===== config.mk =====
export PLATFORM = sky130hd
export DESIGN_NAME = mem_access_stage
export DESIGN_NICKNAME = d
export VERILOG_FILES = /design/src/rtl/mem_access_pkg.sv /design/src/rtl/mem_load_align.sv /design/src/rtl/mem_access_stage.sv
export SDC_FILE = /design/constraint.sdc
export NUM_CORES = 1
export LEC_CHECK = 0
export ABC_AREA = 0
export ABC_CLOCK_PERIOD_IN_PS = 8800
export CORE_ASPECT_RATIO = 1.1
export CORE_MARGIN = 2
export CORE_UTILIZATION = 50
export DETAILED_ROUTE_END_ITERATION = 12
export PLACE_DENSITY = 0.95
export SETUP_SLACK_MARGIN = 0.2
export SLEW_MARGIN = 30
export SYNTH_ARGS = -nofsm -noshare
export SYNTH_HDL_FRONTEND = slang
export SYNTH_HIERARCHICAL = 1
export SYNTH_SLANG_ARGS = --single-unit

===== constraint.sdc =====
create_clock -name clk -period 8.8 [get_ports clk]
set_clock_uncertainty 0.1 [all_clocks]
set_input_delay 1.32 -clock clk [delete_from_list [all_inputs] [get_ports clk]]
set_output_delay 1.32 -clock clk [all_outputs]
set_load 0.01 [all_outputs]

===== src/rtl/mem_access_pkg.sv =====
// Shared types for the memory-access stage: access-size encodings, FSM states
// and the byte-lane count helper.
package mem_access_pkg;

    typedef enum logic [1:0] {
        SZ_B = 2'b00,
        SZ_H = 2'b01,
        SZ_W = 2'b10,
        SZ_D = 2'b11
    } mem_size_e;

    typedef enum logic {
        IDLE = 1'b0,
        BUSY = 1'b1
    } state_e;

    // Byte lanes in a DATA_W-wide datapath.
    function automatic int lanes(input int data_w);
        return data_w / 8;
    endfunction

endpackage


===== src/rtl/mem_load_align.sv =====
// Load-data extraction: shifts the addressed field down from a full-width read
// and sign- or zero-extends it to DATA_W.
module mem_load_align
    import mem_access_pkg::*;
#(
    parameter int DATA_W = 32,
    parameter int OFFW   = $clog2(DATA_W / 8)
) (
    input  logic [DATA_W-1:0] rdata,
    input  logic [OFFW-1:0]   offset,
    input  mem_size_e         size,
    input  logic              is_unsigned,
    output logic [DATA_W-1:0] load_data
);

    logic [DATA_W-1:0] shifted;
    logic [DATA_W-1:0] mask;
    logic              sbit;

    always_comb begin
        shifted = rdata >> {offset, 3'b000};
        mask    = '1;
        sbit    = shifted[DATA_W-1];
        case (size)
            SZ_B: begin mask = DATA_W'(8'hFF);         sbit = shifted[7];  end
            SZ_H: begin mask = DATA_W'(16'hFFFF);      sbit = shifted[15]; end
            SZ_W: begin mask = DATA_W'(32'hFFFF_FFFF); sbit = shifted[31]; end
            default: ;
        endcase
        // With a full-width mask ~mask is zero, so dword needs no special case.
        load_data = (shifted & mask) | ((!is_unsigned && sbit) ? ~mask : '0);
    end

endmodule


===== src/rtl/mem_access_stage.sv =====
// MEM stage plus MEM/WB register with sub-word access and a req/ack data-memory port.
// Define MISALIGN_CHK_EN to trap misaligned accesses instead of force-aligning them.
module mem_access_stage
    import mem_access_pkg::*;
#(
    parameter int DATA_W = 32,
    parameter int ADDR_W = 8,
    parameter int REG_W  = 4
) (
    input  logic                clk,
    input  logic                rst,
    input  logic                in_valid,
    output logic                in_ready,
    input  logic [DATA_W-1:0]   alu_result,
    input  logic [DATA_W-1:0]   store_data,
    input  logic [REG_W-1:0]    dst_reg,
    input  logic                reg_write,
    input  logic                wb_sel,
    input  logic                mem_read,
    input  logic                mem_write,
    input  logic [1:0]          mem_size,
    input  logic                mem_unsigned,
    output logic                dmem_req,
    output logic                dmem_we,
    output logic [ADDR_W-1:0]   dmem_addr,
    output logic [DATA_W-1:0]   dmem_wdata,
    output logic [DATA_W/8-1:0] dmem_be,
    input  logic                dmem_ack,
    input  logic [DATA_W-1:0]   dmem_rdata,
    output logic                wb_valid,
    output logic [DATA_W-1:0]   wb_data,
    output logic [REG_W-1:0]    wb_dst,
    output logic                wb_reg_write
`ifdef MISALIGN_CHK_EN
   ,output logic                misalign
`endif
);

    localparam int LANES = lanes(DATA_W);
    localparam int OFFW  = $clog2(LANES);

    state_e              state_q, state_d;
    logic                req_q, req_d, we_q, we_d;
    logic [ADDR_W-1:0]   addr_q, addr_d;
    logic [LANES-1:0]    be_q, be_d;
    logic [DATA_W-1:0]   wdata_q, wdata_d;
    mem_size_e           sz_q, sz_d;
    logic                uns_q, uns_d, wbsel_q, wbsel_d, regw_q, regw_d;
    logic [DATA_W-1:0]   alu_q, alu_d;
    logic [REG_W-1:0]    dst_q, dst_d;
    logic                wb_valid_q, wb_valid_d, wb_regw_q, wb_regw_d;
    logic [DATA_W-1:0]   wb_data_q, wb_data_d;
    logic [REG_W-1:0]    wb_dst_q, wb_dst_d;
    logic                misalign_q, misalign_d;

    mem_size_e           sz_eff;
    logic [ADDR_W-1:0]   addr_in, align_mask, addr_al;
    logic [LANES-1:0]    be_base;
    logic [DATA_W-1:0]   wdata_rep;
    logic [DATA_W-1:0]   load_ext;
    logic                is_mem, misaligned;

    // Request decode from the EX-side operands.
    always_comb begin
        sz_eff = mem_size_e'(mem_size);
        if (DATA_W == 32 && sz_eff == SZ_D) sz_eff = SZ_W;
        addr_in = alu_result[ADDR_W-1:0];
        case (sz_eff)
            SZ_B: begin align_mask = '0;            be_base = LANES'(1);     wdata_rep = {LANES{store_data[7:0]}}; end
            SZ_H: begin align_mask = ADDR_W'(1);    be_base = LANES'(2'h3);  wdata_rep = {(LANES/2){store_data[15:0]}}; end
            SZ_W: begin align_mask = ADDR_W'(3);    be_base = LANES'(4'hF);  wdata_rep = {(DATA_W/32){store_data[31:0]}}; end
            default: begin align_mask = ADDR_W'(7); be_base = '1;            wdata_rep = store_data; end
        endcase
        misaligned = |(addr_in & align_mask);
        addr_al    = addr_in & ~align_mask;
        is_mem     = mem_read | mem_write;
    end

    mem_load_align #(.DATA_W(DATA_W), .OFFW(OFFW)) u_load_align (
        .rdata       (dmem_rdata),
        .offset      (addr_q[OFFW-1:0]),
        .size        (sz_q),
        .is_unsigned (uns_q),
        .load_data   (load_ext)
    );

    always_comb begin
        state_d    = state_q;
        req_d      = req_q;
        we_d       = we_q;
        addr_d     = addr_q;
        be_d       = be_q;
        wdata_d    = wdata_q;
        sz_d       = sz_q;
        uns_d      = uns_q;
        wbsel_d    = wbsel_q;
        alu_d      = alu_q;
        dst_d      = dst_q;
        regw_d     = regw_q;
        wb_valid_d = 1'b0;
        wb_regw_d  = 1'b0;
        misalign_d = 1'b0;
        wb_data_d  = wb_data_q;
        wb_dst_d   = wb_dst_q;
        case (state_q)
            IDLE: begin
                if (in_valid) begin
                    if (!is_mem) begin
                        wb_valid_d = 1'b1;
                        wb_regw_d  = reg_write;
                        wb_data_d  = alu_result;
                        wb_dst_d   = dst_reg;
`ifdef MISALIGN_CHK_EN
                    end else if (misaligned) begin
                        wb_valid_d = 1'b1;
                        wb_dst_d   = dst_reg;
                        misalign_d = 1'b1;
`endif
                    end else begin
                        state_d = BUSY;
                        req_d   = 1'b1;
                        we_d    = mem_write;
                        addr_d  = addr_al;
                        be_d    = be_base << addr_al[OFFW-1:0];
                        wdata_d = wdata_rep;
                        sz_d    = sz_eff;
                        uns_d   = mem_unsigned;
                        wbsel_d = wb_sel;
                        alu_d   = alu_result;
                        dst_d   = dst_reg;
                        regw_d  = reg_write;
                    end
                end
            end
            default: begin
                if (dmem_ack && req_q) begin
                    state_d    = IDLE;
                    req_d      = 1'b0;
                    we_d       = 1'b0;
                    wb_valid_d = 1'b1;
                    wb_regw_d  = regw_q;
                    wb_data_d  = wbsel_q ? load_ext : alu_q;
                    wb_dst_d   = dst_q;
                end
            end
        endcase
    end

    always_ff @(posedge clk or posedge rst) begin
        if (rst) begin
            state_q    <= IDLE;
            req_q      <= 1'b0;
            we_q       <= 1'b0;
            addr_q     <= '0;
            be_q       <= '0;
            wdata_q    <= '0;
            sz_q       <= SZ_B;
            uns_q      <= 1'b0;
            wbsel_q    <= 1'b0;
            alu_q      <= '0;
            dst_q      <= '0;
            regw_q     <= 1'b0;
            wb_valid_q <= 1'b0;
            wb_regw_q  <= 1'b0;
            wb_data_q  <= '0;
            wb_dst_q   <= '0;
            misalign_q <= 1'b0;
        end else begin
            state_q    <= state_d;
            req_q      <= req_d;
            we_q       <= we_d;
            addr_q     <= addr_d;
            be_q       <= be_d;
            wdata_q    <= wdata_d;
            sz_q       <= sz_d;
            uns_q      <= uns_d;
            wbsel_q    <= wbsel_d;
            alu_q      <= alu_d;
            dst_q      <= dst_d;
            regw_q     <= regw_d;
            wb_valid_q <= wb_valid_d;
            wb_regw_q  <= wb_regw_d;
            wb_data_q  <= wb_data_d;
            wb_dst_q   <= wb_dst_d;
            misalign_q <= misalign_d;
        end
    end

    assign in_ready     = (state_q == IDLE);
    assign dmem_req     = req_q;
    assign dmem_we      = we_q;
    assign dmem_addr    = addr_q;
    assign dmem_be      = be_q;
    assign dmem_wdata   = wdata_q;
    assign wb_valid     = wb_valid_q;
    assign wb_data      = wb_data_q;
    assign wb_dst       = wb_dst_q;
    assign wb_reg_write = wb_regw_q;
`ifdef MISALIGN_CHK_EN
    assign misalign     = misalign_q;
`else
    // Without the checker there is nothing to report; keep the unused flops tied off.
    logic unused_misalign;
    assign unused_misalign = misalign_q ^ misaligned;
`endif

endmodule

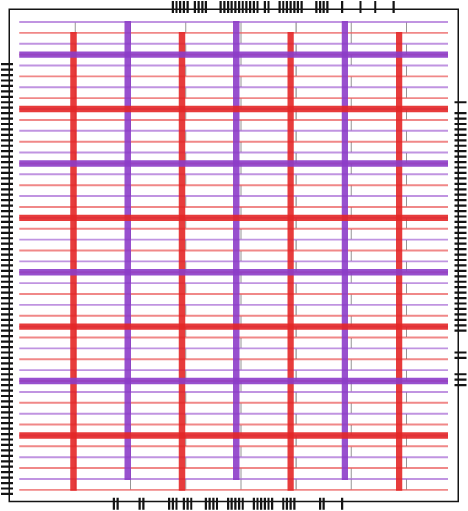
(floorplan with the power grid)
(4 px per um) Pins as bars on the die edge. Tap cells in grey.
legend:
  VSS:
    colour: red
  VDD:
    colour: purple
met1 rails: 44
tap cells: 157
rows: 43
met4 straps: 7
Core ar.: 12500 sq um
maximum vdd drop: 179 uV

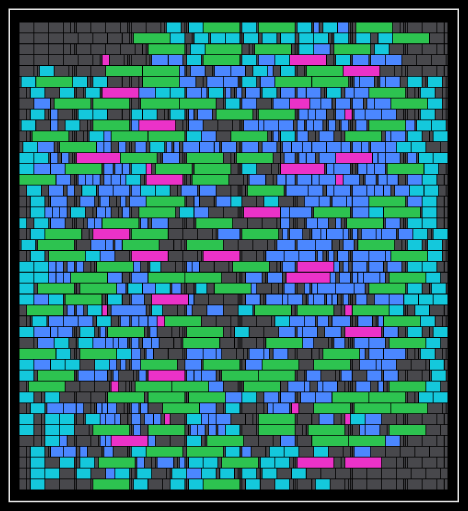
(placement by cell class)
(4 px per um) Fill, decap, tap and diode cells in grey.
legend:
  clock drivers and dummy loads:
    colour: magenta
    cells: 32
    share_of_their_area: 6.7%
  sequential cells:
    colour: green
    cells: 121
    share_of_their_area: 35%
  remaining logic cells:
    colour: blue
    cells: 393
    share_of_their_area: 35%
  remaining buffers and delay cells:
    colour: cyan
    cells: 200
    share_of_their_area: 23%
register share of the cell area: 34.5%
Final Util: 70.1%

==> job_summary.md <==
### Metrics collected by this job

| Metric | Value |
|---|---|
| Dpl ws | 4960 ps |
| Largest Pwr Group | combinational logic |
| Comb/total area | 34.0% |
| Rows | 43 |
| Setup tns final | 0 ps |
| Top Layer Used | met4 |
| Slowest stage delay, CP | 640 ps |
| Metal3 WL | 1.81 mm |
| Non-clock inverters | 3 |
| Clk pin slew, worst setup/hold paths | 50 ps |
| Final min period | 3370 ps |
| Inst Count DP | 871 |
| Basic Gates by Area | 9.52% |
| Maxcap violations | 0 |
| Final std cells w/o fill | roughly 900 |
| P_comb | ~1.4 mW |
| #MultiIn Comb | 390 |
| Count of tool warnings | 26 |
| Placed Area | 8210 sq um |
| Filler Cell Count | 900 |
| Crit path max fanout | 16 |
| Die W | 112 um |
| Dominant comb cell | multiplexers |
| Worst-margin pin slew | roughly 990 ps |
| Wirelength per Cell | 21.1 um |
| Outcome | completed |
| IO buf count | roughly 200 |
| Switching share of total power | around a third |
| Ys flop type | dfrtp_1 |
| Total track usage | 28.3% |
Power figures rest on the tool's default switching activity, not on a simulated workload.
